==> config.mk <==
export PLATFORM = sky130hd
export DESIGN_NAME = mem_arbiter
export DESIGN_NICKNAME = d
export VERILOG_FILES = /design/src/rtl/mem_arbiter.sv
export SDC_FILE = /design/constraint.sdc
export NUM_CORES = 1
export LEC_CHECK = 0
export CORE_ASPECT_RATIO = 0.75
export CORE_UTILIZATION = 25
export CTS_BUF_LIST = sky130_fd_sc_hd__clkbuf_4
export DETAILED_ROUTE_END_ITERATION = 8
export GPL_ROUTABILITY_DRIVEN = 0
export SLEW_MARGIN = 20
export SYNTH_ARGS = -nofsm -noshare
export SYNTH_HDL_FRONTEND = slang
export SYNTH_SLANG_ARGS = --single-unit
==> constraint.sdc <==
create_clock -name clk_i -period 2.11 [get_ports clk_i]
set_clock_uncertainty 0.2 [all_clocks]
set_input_delay 0.211 -clock clk_i [delete_from_list [all_inputs] [get_ports clk_i]]
set_output_delay 0.211 -clock clk_i [all_outputs]
set_load 0.02 [all_outputs]
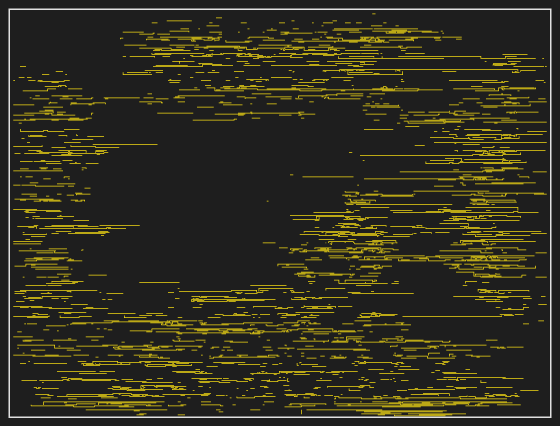
*M1 wires*
The layer carries 8190 µm of wire. The longest straight run is 59.8 µm.
Vias: 4804
routed wire length: 17400 µm
met1 usage: 19.1%

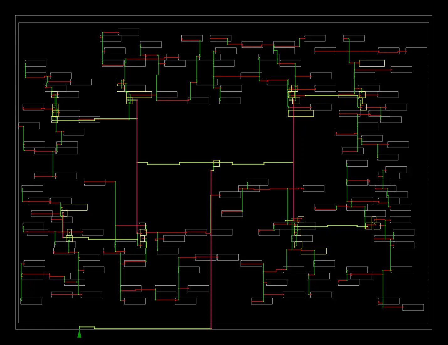
*Clock wiring as the flow saved it*
clock distribution power: 0.00212 W
clkbuf count: 17
Inserted Clock Buffers: 17
Insertion Delay late pin: 550 ps

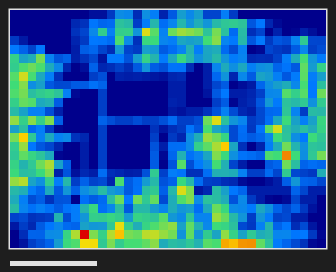
*Signal metal coverage by tile*
The bar under the picture is 50 µm long. 36 x 27 tiles, from dark blue (low) to red (high), scaled to the fullest tile. Values are wire area over tile area, all layers added.
The fullest tile reaches 0.46. 11% of the tiles are over half the peak. The mean over all tiles is 0.11. 18% of the tiles are nearly empty.
Tot GR Track Use: 14.5%
DR WL/cell: 15.7 µm

==> flow_metrics.tcl <==
# collected from the flow reports
set metrics [dict create \
    met3_wirelength_um 1240 \
    relSlewSlack_pct 48.5 \
    syn_avg_cell_area_um2 12.9 \
    nonClockBufferCount 329 \
    synth_top_cell_by_area "dfrtp_1" \
    rr_worst_depth 6 \
    path_delay_family "flip-flops" \
    worst_slew_pin_slew_ps 772 \
    ys_seq_share_pct 59.4 \
    swShare_pct 37.8 \
    warnings 33 \
    ys_sh_simple_pct 7.00 \
    highest-signal-layer "met4" \
    crit_type "reg2out" \
    drc 0 \
    syn_nets 610 \
    row_count 48 \
    comb_share_pct 23.9 \
    power.density_mw_per_mm2 1450 \
    fin_crit_sh_pct 99.6 \
    dieWidth_um 181 \
    drive_gt1_share_pct 19.7 \
    lay_top_cells "268 x clkdlybuf4s50_1, 142 x dfrtp_1, 69 x mux2_2, 64 x nand2_1, 38 x o21ai_0" \
    ys_seq_elements 143 \
    finalSetupViolations 0 \
    top_area_share_pct 59.0 \
    path_clk_slew_ps 130 \
    crit_buf_inv 2 \
    arrival_ps 1690 \
    p_switching_w 0.00550 \
    holdPathStages 2 \
    p_seq_share_pct 32.7 \
    nets 933 \
    min_period_ps 2100 \
    timing.hold.ws_ps 75.0 \
    seq_area_mm2 0.00358 \
    die_h_um 136 \
    timing.final.max_slew_violations 0 \
    cap_violations 0 \
    buffer_area_share_pct 32.9 \
    required_ps 1700 \
    netlist_top_cells_count "142 x dfrtp_1, 69 x mux2_2, 64 x nand2_1" \
    n_all_inverters 5 \
    port_buffers 277 \
    ys_types 42 \
    pg_comb_w 0.00768 \
    placed_area_mm2 0.00932 \
    yosysChipArea_mm2 0.00602 \
    yosysMostFrequentCell "dfrtp_1" \
    firstDrtPassIters 4 \
    cts.sinks 143 \
    slowest_delay_ps 390 \
    logic_area_mm2 0.00239 \
    crit_fanout 3 \
    grt_max_degree 144 \
    cp-start-kind "register" \
    leakage_nw 4.38 \
    finalNonFillerCells 1104 \
    tritoncts "done" \
    yosys-dominant-comb-family "multiplexers" \
    largest_cell_class "registers" \
    logic_gate_count 294 \
    grt_overflow 0 \
    seq_share_pct 35.8 \
    pwr-share-clk_pct 14.5 \
    edf_count 0 \
    ir_drop_mv 0.679 \
    tapCellCount 300 \
    hp-class "in2reg" \
    die_area_mm2 0.0247 \
    fp-utilization_pct 25.8 \
    xor_share_pct 0 \
    nFlopsAndLatches 143 \
    vias_per_cell 4.35 \
    ys_sh_adder_pct 1.04 \
    cp_slowest_cell "dfrtp_1" \
    critical_path.cell_chain "inv_2, ha_4, nor2b_4, nor2_2, a2bb2oi_2, buf_6" \
    drtIter0Drc 194 \
    aoi_share_pct 9.58 \
    finalSetupTns_ps 0 \
    ys_async_sr_fraction_pct 100 \
    wl_met1_um 8190 \
    cts_root_buffer "clkbuf_4" \
    rrSetupSlack_ps 100 \
    htreeDepth 4 \
    synth_cells 467 \
    fmax_mhz 476 \
    rsz0062_at_grt "true" \
    dr_wl_met2_um 7590 \
    io_pins 278 \
    cts.path.max_buffers 2 \
    status "finished clean" \
    yosys_warnings 0 \
    clk_share_pct 3.46 \
    diodes 1 \
    p_seq_w 0.00475 \
    synth-main-ff-cell "dfrtp_1" \
]
## what timing repair did
action                                  in CTS  in global routing
endpoints found under the setup margin      11                  6
hold endpoints to repair                   169                  0
pin swaps                                    2                  2
setup buffers                                3                  1
hold buffers                                23                  0
gates resized                               35                 12
## stage by stage
stage / power, W / worst slack [ps] / utilization [%]
after CTS: 0.0147 / -113 / 42.7
after global placement: 0.0123 / 20.7 / 40.0
final: 0.0145 / 8.78 / 43.0
after detailed placement: 0.0123 / 21.7 / 40.0
after global routing: 0.0155 / -122 / 43.0
after floorplan: 0.00852 / 90.4 / -
## routing by layer
metal | global-route usage (%) | up-vias
met4 | 5.56 | 0
met3 | 5.25 | 23
met5 | 0 | -
li1 | - | 2306
met2 | 21.7 | 153
met1 | 19.1 | 2322
Power figures rest on the tool's default switching activity, not on a simulated workload.
